Figure 1. Clock wiring as the flow saved it.
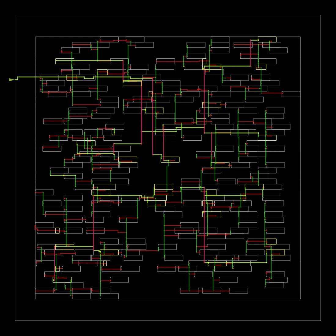
Figure 2. Signal wires on met3.
(2 px per um)
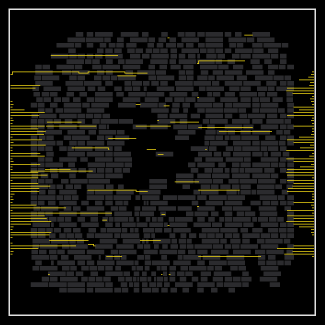
Figure 3. Clock network drawn from the DEF.
(3 px per um)
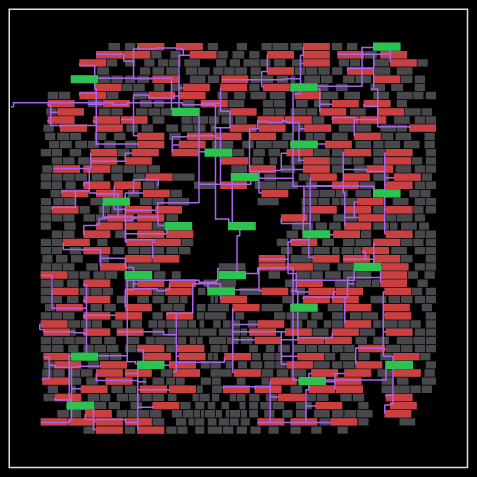
Figure 4. Wires at chosen ports, followed through buffers.
(3 px per um)
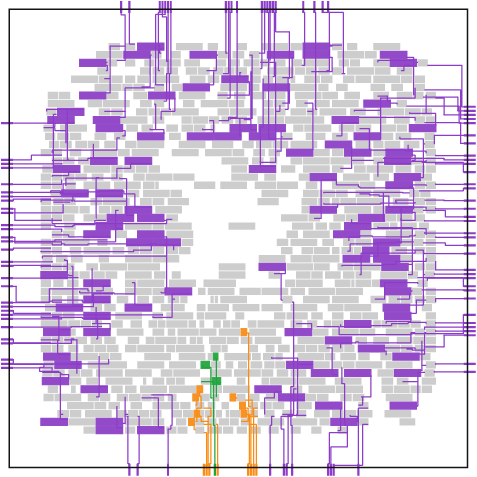
Design pipe_stage_buf, sky130hd; sources not shown.
==> impl_table.tex <==
% Auto-generated results table
\begin{tabular}{lr}
\hline
Metric & Value \\
\hline
\multicolumn{2}{l}{\textbf{Status}} \\
\quad Status & finished, final reports clean \\
\multicolumn{2}{l}{\textbf{Synthesis}} \\
\quad Number of synthesis warnings & 0 \\
\quad Cell variety after synth & 24 \\
\quad Cell area after synthesis & 9450 sq um \\
\quad Compound-Gate Fraction of Synth Area & about 1.8\% \\
\quad Number of synthesized flops with an enable pin & 0 \\
\multicolumn{2}{l}{\textbf{STA}} \\
\quad Hold\_ws & roughly 0.25 ns \\
\quad Final clock period utilization by the worst path & a little under 100\% \\
\quad Endpoints failing hold & 0 \\
\multicolumn{2}{l}{\textbf{Cells and area}} \\
\quad Cell area after layout & around 13000 sq um \\
\quad Leading cell type in the layout, fill and taps excluded & sky130\_fd\_sc\_hd\_\_dfrtp\_1 \\
\quad Util after Layout & 75.3\% \\
\quad Filler instances & 1000 \\
\multicolumn{2}{l}{\textbf{Clock tree}} \\
\quad Deepest clock path buffer count & 3 \\
\quad TritonCTS clock tree & built \\
\multicolumn{2}{l}{\textbf{Placed design}} \\
\quad Worst slack at placement & -0.145 ns \\
\quad Placed Area & around 12000 sq um \\
\multicolumn{2}{l}{\textbf{Floorplan}} \\
\quad Chip width & roughly 150 um \\
\multicolumn{2}{l}{\textbf{Power}} \\
\quad Final Power & 12.0 mW \\
\multicolumn{2}{l}{\textbf{Routing}} \\
\quad Average routed wire per standard cell & approximately 21 um \\
\quad Met1 WL & 9590 um \\
\quad Initial drt markers & 216 \\
\multicolumn{2}{l}{\textbf{Setup path}} \\
\quad CP Class & reg -> out \\
\multicolumn{2}{l}{\textbf{Job}} \\
\quad Number of maximum-capacitance violations & 0 \\
\quad Number of warnings in the stage logs & 26 \\
\hline
\end{tabular}
Notes on Figure 1 above:
worst-case clock skew: 0.0129 ns
clock network power consumption: 3.38 mW
# clk buffers: 33
number of buffers inserted during clock tree synthesis: 22

Notes on Figure 2 above:
- longest straight run: 50.4 um
- wire length on this layer: 1510 um
- nets with wire on the layer: 138
- main direction: horizontal
routed vias: 5778
total routed wirelength: 22500 um
met3 Usage GRT: 5.39%

Notes on Figure 3 above:
- purple: clock wires (length 2420 um)
- green: clock-net drivers (count 22)
- red: flip-flops (count 210)
- routed clock nets: 23
Clock power frac: 28.1%
worst skew pair latency: 0.49 ns

Notes on Figure 4 above:
- purple: `out_data` (direction output; edge 34 east, 30 west, 21 north, 11 south; end cells 96; wire 4150 um)
- green: `out_ready` (direction input; edge south; end cells 3; wire 61.5 um)
- orange: `out_ctrl` (direction output; edge south; end cells 8; wire 206 um)
total I/O pin count: 217
tally of buffers added on design ports: 216

-- timing repair --
action                                  CTS  global route
endpoints found under the setup margin    9             1
gates resized                            11             1
pin swaps                                 0             0
hold endpoints to repair                  0             0
hold buffers                              0             0
buffers inserted                          0             0
-- report_power, final --
group          internal, mW  total, mW  leakage (nW)  switching, mW
logic                  2.40       3.63          2.81           1.23
registers              4.42       5.01          2.59          0.588
clock network          2.09       3.38         0.381           1.29
total                  8.91       12.0          5.79           3.11
-- synth_stat cells, types with 2 or more instances --
master / count / area share, %
sky130_fd_sc_hd__a21oi_1: 2 / 0.11
sky130_fd_sc_hd__a22o_1: 16 / 1.5
sky130_fd_sc_hd__buf_2: 14 / 0.74
sky130_fd_sc_hd__buf_4: 7 / 0.56
sky130_fd_sc_hd__buf_6: 12 / 1.4
sky130_fd_sc_hd__dfrtp_1: 210 / 56
sky130_fd_sc_hd__inv_1: 2 / 0.079
sky130_fd_sc_hd__mux2_1: 16 / 1.9
sky130_fd_sc_hd__mux2_2: 208 / 25
sky130_fd_sc_hd__mux2_4: 72 / 11
sky130_fd_sc_hd__nand2b_1: 3 / 0.20
sky130_fd_sc_hd__nor2_1: 3 / 0.12
sky130_fd_sc_hd__nor2b_1: 8 / 0.53
-- area by class of cell --
cell class	instances	area, sq um	area share, %
Clock inverter	6	80.1	0.617
Antenna cell	1	2.50	0.0193
Sequential cell	210	5260	40.5
Inverter	2	7.51	0.0578
Tap cell	225	282	2.17
Timing Repair Buffer	259	2720	20.9
Multi-Input combinational cell	338	3950	30.5
Clock buffer	33	683	5.26
-- worst max-delay path: cells and delay by family, from the launching register on --
family	cells	cell delay, ns
buffers and inverters	2	0.58
DFF	1	0.44
and+or+nand+nor	1	0.17
Power and IR drop assume default switching activity.
